$ cat config.mk
export PLATFORM = sky130hd
export DESIGN_NAME = bcd7_display_ctrl_flat
export DESIGN_NICKNAME = d
export VERILOG_FILES = /design/src/rtl/bcd7_display_ctrl_pkg.sv /design/src/rtl/bcd7_display_ctrl_if.sv /design/src/rtl/bcd7_display_ctrl_hex7seg.sv /design/src/rtl/bcd7_display_ctrl.sv /design/src/flat_wrapper.sv
export SDC_FILE = /design/constraint.sdc
export NUM_CORES = 1
export LEC_CHECK = 0
export CORE_MARGIN = 2
export CORE_UTILIZATION = 47
export DETAILED_ROUTE_END_ITERATION = 16
export GPL_TIMING_DRIVEN = 0
export PLACE_DENSITY = 0.86
export RECOVER_POWER = 50
export SLEW_MARGIN = 10
export SYNTH_ARGS = -nofsm -noshare
export SYNTH_HDL_FRONTEND = slang
export SYNTH_SLANG_ARGS = --single-unit
$ cat constraint.sdc
create_clock -name clk -period 5 [get_ports clk]
set_clock_uncertainty 0.15 [all_clocks]
set_input_delay 1 -clock clk [delete_from_list [all_inputs] [get_ports clk]]
set_output_delay 1 -clock clk [all_outputs]
set_load 0.1 [all_outputs]
$ cat src/rtl/bcd7_display_ctrl_pkg.sv
// bcd7_display_ctrl_pkg: shared constants and tables for the 7-segment display controller
package bcd7_display_ctrl_pkg;
  localparam logic [31:0] DISP_ADDR_DEF = 32'h4000_0010;
  localparam logic [11:0] BCD7_BLANK = 12'hFFF;
  typedef enum logic [1:0] {DIG0, DIG1, DIG2, DIG3} digit_e;
  localparam logic [15:0][7:0] SEG_TABLE = {
    8'h8E, 8'h86, 8'hA1, 8'hC6, 8'h83, 8'h88, 8'h90, 8'h80,
    8'hF8, 8'h82, 8'h92, 8'h99, 8'hB0, 8'hA4, 8'hF9, 8'hC0
  };
  localparam logic [3:0][3:0] ANODE = {4'b0111, 4'b1011, 4'b1101, 4'b1110};
endpackage

$ cat src/rtl/bcd7_display_ctrl_if.sv
// bcd7_display_ctrl_if: CPU load/store bus toward the display register
interface bcd7_display_ctrl_if;
  logic        mem_read;
  logic        mem_write;
  logic [31:0] addr;
  logic [31:0] wdata;
  logic [31:0] rdata;
  logic        rvalid;
  modport master (output mem_read, mem_write, addr, wdata, input rdata, rvalid);
  modport slave (input mem_read, mem_write, addr, wdata, output rdata, rvalid);
endinterface

$ cat src/rtl/bcd7_display_ctrl_hex7seg.sv
// hex7seg: nibble to active-low {dp,g,f,e,d,c,b,a} segment code
module hex7seg
  import bcd7_display_ctrl_pkg::*;
(
  input  logic [3:0] i_nib,
  output logic [7:0] o_seg
);
  assign o_seg = SEG_TABLE[i_nib];
endmodule

$ cat src/rtl/bcd7_display_ctrl.sv
// bcd7_display_ctrl: memory-mapped 4-digit multiplexed 7-segment display
module bcd7_display_ctrl
  import bcd7_display_ctrl_pkg::*;
#(
  parameter int unsigned SCAN_DIV  = 50000,
  parameter logic [31:0] DISP_ADDR = DISP_ADDR_DEF
) (
  input  logic                clk,
  input  logic                reset,
  bcd7_display_ctrl_if.slave  bus,
  output logic [11:0]         BCD7
);
  localparam int CW = (SCAN_DIV > 1) ? $clog2(SCAN_DIV) : 1;
  localparam logic [CW-1:0] LAST = CW'(SCAN_DIV - 1);
  logic [15:0]   r_val;
  logic          r_en;
  logic [CW-1:0] r_cnt;
  digit_e        r_digit;
  logic [31:0]   r_rdata;
  logic          r_rvalid;
  logic [11:0]   r_bcd7;
  logic          w_hit;
  logic          w_wr;
  logic          w_rd;
  logic          w_wrap;
  logic [3:0]    w_nib;
  logic [7:0]    w_seg;
  assign w_hit  = bus.addr[31:2] == DISP_ADDR[31:2];
  assign w_wr   = bus.mem_write && w_hit;
  assign w_rd   = bus.mem_read && w_hit;
  assign w_wrap = r_cnt == LAST;
  assign w_nib  = r_val[{r_digit, 2'b00} +: 4];
  hex7seg u_hex7seg (.i_nib(w_nib), .o_seg(w_seg));
  // register file, read return, digit scan and registered display output
  always_ff @(posedge clk) begin
    if (reset) begin
      r_val    <= '0;
      r_en     <= 1'b0;
      r_cnt    <= '0;
      r_digit  <= DIG0;
      r_rdata  <= '0;
      r_rvalid <= 1'b0;
      r_bcd7   <= BCD7_BLANK;
    end else begin
      if (w_wr) begin
        r_val <= bus.wdata[15:0];
        r_en  <= bus.wdata[16];
      end
      r_rvalid <= w_rd;
      r_rdata  <= w_rd ? {15'b0, r_en, r_val} : '0;
      r_cnt    <= w_wrap ? '0 : r_cnt + 1'b1;
      if (w_wrap) r_digit <= digit_e'(r_digit + 2'd1);
      r_bcd7   <= r_en ? {ANODE[r_digit], w_seg} : BCD7_BLANK;
    end
  end
  assign bus.rdata  = r_rdata;
  assign bus.rvalid = r_rvalid;
  assign BCD7       = r_bcd7;
endmodule
$ cat src/flat_wrapper.sv
// flat-port wrapper written by rule: the top's interface ports become plain ports
module bcd7_display_ctrl_flat import bcd7_display_ctrl_pkg::*;
#(
  parameter int unsigned SCAN_DIV  = 50000,
  parameter logic [31:0] DISP_ADDR = DISP_ADDR_DEF
)
  (clk, reset, BCD7, bus_mem_read, bus_mem_write, bus_addr, bus_wdata, bus_rdata, bus_rvalid);
  bcd7_display_ctrl_if bus_i ();
  input  logic clk;
  input  logic reset;
  output logic [11:0] BCD7;
  input wire logic [$bits(bus_i.mem_read)-1:0] bus_mem_read;
  input wire logic [$bits(bus_i.mem_write)-1:0] bus_mem_write;
  input wire logic [$bits(bus_i.addr)-1:0] bus_addr;
  input wire logic [$bits(bus_i.wdata)-1:0] bus_wdata;
  output wire logic [$bits(bus_i.rdata)-1:0] bus_rdata;
  output wire logic [$bits(bus_i.rvalid)-1:0] bus_rvalid;
  assign bus_i.mem_read = bus_mem_read;
  assign bus_i.mem_write = bus_mem_write;
  assign bus_i.addr = bus_addr;
  assign bus_i.wdata = bus_wdata;
  assign bus_rdata = bus_i.rdata;
  assign bus_rvalid = bus_i.rvalid;
  bcd7_display_ctrl #(.SCAN_DIV(SCAN_DIV), .DISP_ADDR(DISP_ADDR)) u_core (.clk(clk), .reset(reset), .bus(bus_i), .BCD7(BCD7));
endmodule
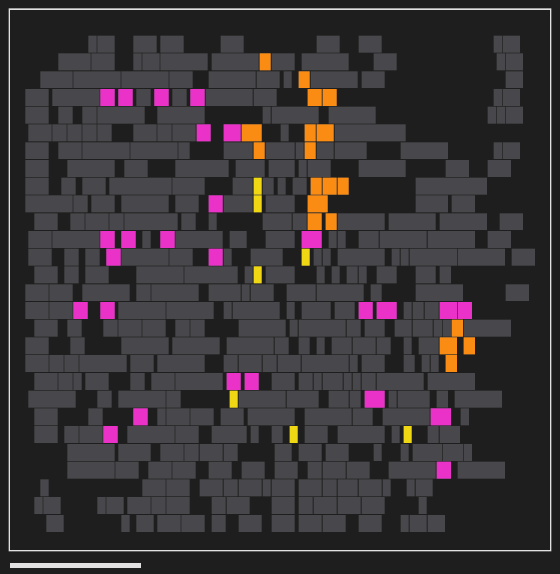
Fig. 1. Selected gate families (run 1).
The bar under the picture is 20 microns long.
| family | colour | cells |
|---|---|---|
| inverting AOI/OAI gates | orange | 19 |
| AND and OR gates | magenta | 26 |
| inverters | yellow | 7 |
final non-filler cell total: 476
Comb area share: 0.3513
Top cell excl fill/tap: clkdlybuf4s50_1

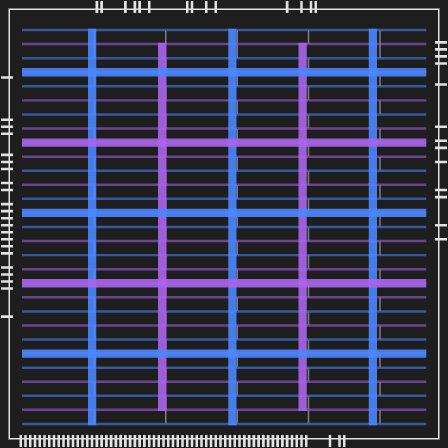
Fig. 2. PDN straps and rails (run 1).
Pins as bars on the die edge. Tap cells in grey.
| net | colour |
|---|---|
| VDD | purple |
| VSS | blue |
signal pins: 113
met5 straps: 5

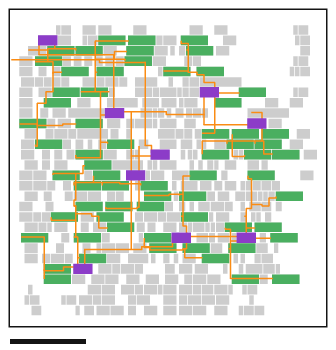
Fig. 3. Clock distribution (run 1).
The bar under the picture is 20 microns long.
[clock drivers] purple | count: 9
[flip-flops] green | count: 64
[clock wires] orange | length: 743 microns
routed clock nets: 10
clock share of power: 0.433
Skew-Pair Late Insertion Delay: 0.35 ns

==> metrics.cfg, run 1 <==
[setup_path]
reg2reg_from=u_core.r_digit[0]
path_max_fanout=10
regToRegEndpoint=u_core.BCD7[3]
reg2reg_depth=6

[synthesis]
synthArstFlopShare=0
synth.top_cell.area_share=0.4395
yosysUniqueCellTypes=44
yosysWarnings=0
ff_type=dfxtp_1
synth_flops=64
syn_area_sq_um=2915

[place]
dpl_worst_slack_ns=2.006
gp_congestion=0.8862
port_buffers=79
postPlaceCellArea_sq_um=3852

[outcome]
status=complete, no violations

[floorplanning]
io_pins=113

[finish]
finalNetCount=475
area.sequential_sq_um=1281
drive_gt1_frac=0.09975
syn2layout_area_growth_pct=37.81

[worst_hold_path]
hp-class=register to register
min_to=u_core.r_cnt[0]

[routing]
wire_per_inst_microns=12.94

[final_timing]
rsz0062_at_grt=no
max_slew_margin=0.2522
setup_violations=0

[grt]
grt_use_total=0.2028
grt_first_pass_wirelength_mm=10.28
overflow=0

[cts]
cts_tree=built

==> run 1: registers in the layout (all words and copies together) (netlist names) <==
name	count
u_core.r_digit	2
u_core.r_val	16
u_core.r_en	1
u_core.bus.rdata	17
u_core.bus.rvalid	1
u_core.r_cnt	16
u_core.BCD7	11
==> run 1: cell usage in the layout, fill, tap and decap left out, types with 2 or more instances in the layout <==
master           netlist  layout
dlygate4sd3_1          0       2
nand3_1                6       6
buf_4                 20      17
ha_1                  11      11
a31oi_1                3       3
nor4b_1                2       2
nand4_1                6       6
and2_0                 0       7
and3_1                 2       2
nor4bb_1               2       2
clkdlybuf4s50_1        0      77
xor2_1                10      10
mux4_2                 3       3
nor4_1                 5       6
xnor2_1                3       3
o21ai_0                1       4
conb_1                 2      16
mux2i_1               19      19
inv_1                  7       7
clkinv_2               0       3
a21oi_1                6       6
and2_1                17      10
and4_1                 3       3
buf_2                  3       2
clkbuf_8               0      10
clkbuf_1               6      12
bufinv_16              0       2
nor2_1                20      21
nand2b_1              37      37
nand2_1               11      11
dfxtp_1               64      64
==> run 1: cells by family after synthesis <==
kind of cell | synth area share
compound gates | 0.04077
simple gates | 0.2472
flops | 0.4395
xor+xnor | 0.03906
buf+inv | 0.08626
other cells | 0.002576
mux | 0.09742
fa+ha+maj | 0.04721
==> run 1: cells in the mapped netlist (all sizes together), types with 2 or more instances <==
cell type and instances:
dfxtp 64, buf 26, mux2i 19, and4 3, xnor2 3, nor4 6
nand4 6, xor2 10, nand2 11, clkbuf 6, nor4bb 2, nand2b 37
conb 2, nor4b 3, a31oi 3, nand3 6, and3 2, mux4 4
ha 11, o21ai 5, and2 17, inv 7, a21oi 6, nor2 21
==> run 1: critical path, delay by kind of cell <==
family,cells,cell delay [ns]
muxes,1,0.27
and+or+nand+nor,3,0.68
buffers and inverters,3,1.63
==> run 1: routing by layer <==
metal  track usage  vias up  part of all wire
met3       0.07174       14             0.050
met5             0        -                 0
met4       0.08689        0             0.022
met2        0.3492       60              0.50
li1              -     1159                 -
met1        0.2261     1054              0.42
==> run 1: where the power goes <==
part,switching (mW),internal [mW]
combinational,0.0699,0.0517
clock,0.194,0.291
sequential,0.00163,0.512
total,0.266,0.855
==> run 1: cell type report <==
cell class	count	share of cell area
clock inverter	6	0.02055
inverter	7	0.006540
timing repair buffer	79	0.1968
sequential	64	0.3189
tap	75	0.02336
clock buffer	10	0.03426
buffer	32	0.04827
multi-input combinational	203	0.3513
==> run 1: worst max-delay path by stage <==
stage                              startpoint                    to  slack [ns]  cells after the start
after CTS                 u_core.bus.rdata[9]          bus_rdata[9]        2.02                      1
after global placement            bus_addr[3]  u_core.bus.rdata[13]        1.98                      6
after floorplan                  bus_addr[26]      u_core.r_val[10]        2.64                      6
final                             bus_addr[3]      u_core.r_val[12]        1.52                      7
after detailed placement          bus_addr[3]  u_core.bus.rdata[13]        2.01                      6
after global routing              bus_addr[3]      u_core.r_val[12]        1.30                      7
--- run 2 (diff from run 1) ---
--- a/config.mk
+++ b/config.mk
@@ -6,10 +6,10 @@
 export NUM_CORES = 1
 export LEC_CHECK = 0
 export CORE_MARGIN = 2
-export CORE_UTILIZATION = 47
+export CORE_UTILIZATION = 44
 export DETAILED_ROUTE_END_ITERATION = 16
 export GPL_TIMING_DRIVEN = 0
-export PLACE_DENSITY = 0.86
+export PLACE_DENSITY = 0.81
 export RECOVER_POWER = 50
 export SLEW_MARGIN = 10
 export SYNTH_ARGS = -nofsm -noshare
==> constraint.sdc (replaced) <==
create_clock -name clk -period 3.2 [get_ports clk]
set_clock_uncertainty 0.15 [all_clocks]
set_input_delay 0.64 -clock clk [delete_from_list [all_inputs] [get_ports clk]]
set_output_delay 0.64 -clock clk [all_outputs]
set_load 0.1 [all_outputs]
==> run 2 against run 1 <==
Effect of this change:
- sequential power up 56%
- via count up 0.35%
- worst hold slack gained 0.0024 ns
- count of clock-buffer cells in the layout increased by 4
- flip-flop count unchanged
- design area is 0.81% higher
- critical path depth is the same
- largest power group unchanged
==> metrics.cfg, run 2 <==
[setup_path]
path_buffers=3
path_max_fanout=10
critical_path.startpoint=bus_addr[3]
reg2reg_from=u_core.r_digit[0]
critPathTopFamily=buffers and inverters

[grt]
overflow=0
grt_busiest_layer=met2
gr-usage-met2=0.2990
grt_first_pass_wirelength_mm=10.09
use_met1=0.2021
use_met3=0.07393

[final_timing]
max_slew_margin=0.3209
rsz0062_at_grt=no

[synthesis]
synthArstFlopShare=0
synth.top_cell.area_share=0.4395
ff_type=dfxtp_1
top_cell=dfxtp_1
yosys-top-cells-count=64 x dfxtp_1, 37 x nand2b_1, 20 x buf_4, 20 x nor2_1, 19 x mux2i_1
syn_area_sq_um=2915
yosysUniqueCellTypes=44
synth_flops=64
yosysWarnings=0

[finish]
drive_gt1_frac=0.1047
lay_top_count=clkdlybuf4s50_1
syn2layout_area_growth_pct=38.93
largest_reg_flops=17

[cts]
cts_tree=built

[outcome]
status=complete, no violations

[place]
port_buffers=79

[floorplanning]
io_pins=113

[run 2: cell counts after synthesis]
No cell type changed its count.
[run 2: area by class of cell]
type	instances	area, sq um
flip-flops and latches	64	1281
plain buffers	32	205.2
repair buffers	79	790.8
inverters	7	26.28
multi-input cells	203	1433
clock buffers	14	182.7
fillers	546	2336
clock inverters	2	35.03
well taps	77	96.34
[run 2: metal layers]
layer / part of all wire / routed length [microns]
met1: 0.43 / 2599
met3: 0.069 / 420
met2: 0.48 / 2907
met5: 0 / 0
met4: 0.023 / 141
[run 2: stage by stage]
| step | total power, mW | instances | worst slack [ns] |
|---|---|---|---|
| floorplan | 0.9431 | 306 | 1.041 |
| global placement | 1.010 | 462 | 0.5445 |
| detailed placement | 1.012 | 462 | 0.4862 |
| CTS | 1.743 | 478 | 0.5782 |
| global route | 1.788 | 478 | 0.3890 |
| finish | 1.728 | 478 | 0.5953 |
[run 2: worst paths after layout]
check	endpoint	slack [ns]	cells after the start
hold reg to reg	u_core.r_cnt[0]	0.31	1
setup / recovery	u_core.r_val[3]	0.60	7
setup reg to reg	u_core.BCD7[3]	0.60	6
hold / removal	u_core.r_cnt[0]	0.31	1
[run 2: power breakdown]
group	switching, mW	internal, mW
Clock	0.291	0.444
Sequential	0.00260	0.800
Combinational	0.110	0.0812
[run 2: cells by family after synthesis]
kind of cell,after synthesis,synth area share
other,2,0.002576
XOR/XNOR,13,0.03906
buffers and inverters,39,0.08626
adder cells (fa/ha/maj),11,0.04721
AND/OR/NAND/NOR,121,0.2472
flip-flops,64,0.4395
multiplexers,23,0.09742
AND-OR/OR-AND,19,0.04077
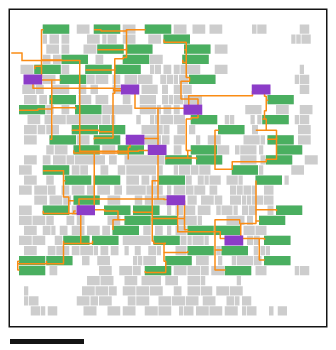
Fig. 4. Clock distribution (run 2).
The bar under the picture is 20 microns long.
[flip-flops] green | count: 64
[clock wires] orange | length: 761 microns
[clock drivers] purple | count: 9
routed clock nets: 10
clk pwr: 0.735 mW
Skew-Pair Late Insertion Delay: 0.33 ns
clock share of power: 0.425

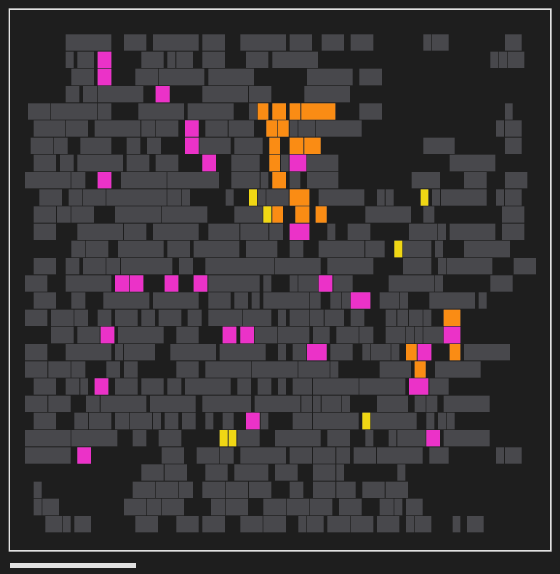
Fig. 5. Selected gate families (run 2).
The bar under the picture is 20 microns long.
| family | colour | cells |
|---|---|---|
| AND and OR gates | magenta | 26 |
| inverters | yellow | 7 |
| inverting AOI/OAI gates | orange | 19 |

--- run 3 (diff from run 2) ---
--- a/config.mk
+++ b/config.mk
@@ -6,10 +6,10 @@
 export NUM_CORES = 1
 export LEC_CHECK = 0
 export CORE_MARGIN = 2
-export CORE_UTILIZATION = 44
+export CORE_UTILIZATION = 39
 export DETAILED_ROUTE_END_ITERATION = 16
 export GPL_TIMING_DRIVEN = 0
-export PLACE_DENSITY = 0.81
+export PLACE_DENSITY = 0.76
 export RECOVER_POWER = 50
 export SLEW_MARGIN = 10
 export SYNTH_ARGS = -nofsm -noshare
==> constraint.sdc (replaced) <==
create_clock -name clk -period 2.2 [get_ports clk]
set_clock_uncertainty 0.15 [all_clocks]
set_input_delay 0.44 -clock clk [delete_from_list [all_inputs] [get_ports clk]]
set_output_delay 0.44 -clock clk [all_outputs]
set_load 0.1 [all_outputs]
==> run 3 against run 2 <==
Effect of this change:
- cell count grew 5.4%
- critical endpoint is now bus_rdata[5]
- critical path depth fell by 6
- global-route usage is 1.6 points lower
- core utilization is 7.7 points lower
- sequential share of layout area rose by 0.090 points
==> metrics.cfg, run 3 <==
[grt]
grt_first_pass_wirelength_mm=10.54
grt_busiest_layer=met2
overflow=0
gr-usage-met2=0.2823
grt_use_total=0.1619
use_met1=0.1833

[run]
tool_warnings=51

[pwr]
switching_share=0.2486
pwr-share-clk=0.364
p_int_mw=1.709
power_frac_comb=0.123
power_switching_mw=0.5653

[finish]
final_cell_mix=63 x dfxtp_1, 49 x clkdlybuf4s50_1, 37 x nand2b_1, 26 x dlygate4sd2_1, 23 x buf_4
largest_reg_flops=17
finalNetCount=481
drive_gt1_frac=0.1333
area.sequential_sq_um=1282
fillers=673
logic_area_sq_um=1450

[floorplanning]
io_pins=113

[place]
dpl_worst_slack_ns=-0.2982
dp.cells=484
port_buffers=79
postPlaceCellArea_sq_um=3882
gp_congestion=0.8235

[outcome]
status=complete, no violations

[final_timing]
fin_ws_ns=0.07875
rsz0062_at_grt=no
setup_violations=0

[synthesis]
synth_flops=64
synthArstFlopShare=0
synth.top_cell.area_share=0.4395
yosysUniqueCellTypes=44
yosys-top-cells-count=64 x dfxtp_1, 37 x nand2b_1, 20 x buf_4, 20 x nor2_1, 19 x mux2i_1
ff_type=dfxtp_1
syn_area_sq_um=2915

[cts]
cts_tree=built

[routing]
wire_per_inst_microns=12.51

[setup_path]
path_buffers=1
regToRegEndpoint=u_core.BCD7[3]
path_max_fanout=1
reg2reg_depth=6

[worst_hold_path]
min_path_cells=1
min_to=u_core.r_cnt[0]

-- run 3: worst reg2reg max path, delay by kind of cell, from the launching register on --
family	cells	cell delay, ns
AND-OR/OR-AND	2	0.40
multiplexers	1	0.56
buffers and inverters	1	0.14
AND/OR/NAND/NOR	1	0.16
adder cells (fa/ha/maj)	1	0.20
flip-flops	1	0.35
-- run 3: final cells by class --
| cell class | count | area share |
|---|---|---|
| sequential | 64 | 0.3172 |
| inverter | 7 | 0.006500 |
| timing repair buffer | 86 | 0.1941 |
| clock inverter | 1 | 0.001238 |
| multi-input combinational | 203 | 0.3587 |
| tap | 99 | 0.03064 |
| clock buffer | 13 | 0.03683 |
| buffer | 31 | 0.05478 |
-- run 3: cells by family (layout without fill, tap and decap cells) --
logic type      after synthesis  after routing  share of synthesized area
flops                        64             64                     0.4395
simple gates                121            121                     0.2472
other cells                   2             16                   0.002576
mux                          23             23                    0.09742
buf+inv                      39            138                    0.08626
xor+xnor                     13             13                    0.03906
fa+ha+maj                    11             11                    0.04721
compound gates               19             19                    0.04077
-- run 3: layer usage --
metal  routed length, microns  vias up  share of wire
li1                         -     1167              -
met1                     2718     1035           0.43
met3                      387        9          0.061
met2                     3105       63           0.49
met5                        0        -              0
met4                       94        0          0.015
-- run 3: what timing repair did --
| action | CTS | global route |
|---|---|---|
| gates resized | 31 | 4 |
| endpoints found under the setup margin | 31 | 29 |
| endpoints found under the hold margin | 0 | 0 |
| pin swaps | 0 | 3 |
| setup buffers | 1 | 6 |
-- run 3: worst max-delay path by stage --
| stage | endpoint | cells after the start | slack [ns] |
|---|---|---|---|
| 2_1_floorplan | u_core.BCD7[3] | 6 | 0.04 |
| 3_3_place_gp | u_core.bus.rdata[9] | 6 | -0.30 |
| 3_5_place_dp | u_core.bus.rdata[9] | 6 | -0.30 |
| 4_1_cts | u_core.BCD7[3] | 6 | 0.003 |
| 5_1_grt | u_core.BCD7[1] | 7 | 0.01 |
| 6_report | bus_rdata[5] | 1 | 0.08 |
-- run 3: power by group through the flow --
| stage | combinational (mW) | sequential (mW) | clock, mW |
|---|---|---|---|
| finish | 0.280 | 1.17 | 0.827 |
| global route | 0.295 | 1.17 | 0.902 |
| CTS | 0.280 | 1.17 | 0.846 |
| detailed placement | 0.279 | 1.19 | 0 |
| global placement | 0.277 | 1.19 | 0 |
| floorplan | 0.180 | 1.19 | 0 |
-- run 3: through the flow --
stage	util	total power, mW	setup TNS, ns
floorplan	-	1.372	0
global placement	0.5353	1.470	-5.251
detailed placement	0.5353	1.473	-5.660
CTS	0.5524	2.294	0
global route	0.5574	2.364	0
finish	0.5574	2.274	0
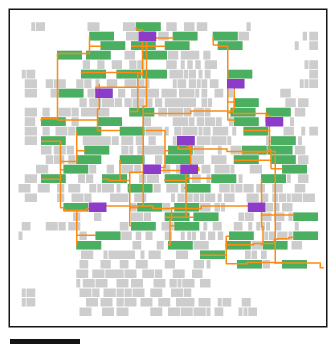
Fig. 6. Clock distribution (run 3).
The bar under the picture is 20 microns long.
[clock wires] orange | length: 781 microns
[flip-flops] green | count: 64
[clock drivers] purple | count: 9
flops lie: spread over the die
routed clock nets: 10

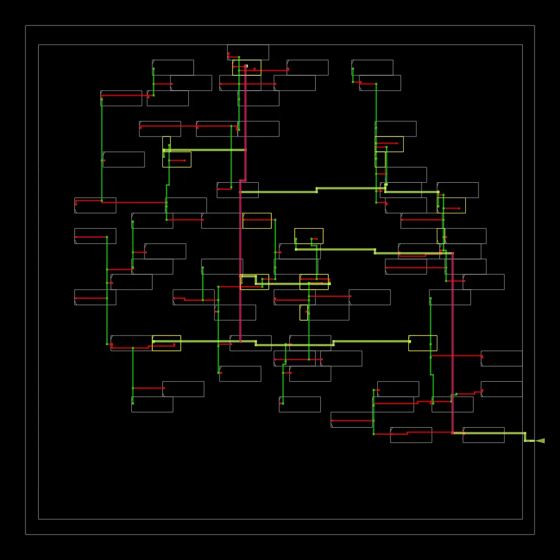
Fig. 7. Clock routing (run 3).
Clock buffer cells: 13
clk pwr: 0.827 mW
TritonCTS Buffers: 9
Skew-Pair Late Insertion Delay: 0.34 ns
Flops: 64

Power and IR drop assume default switching activity.
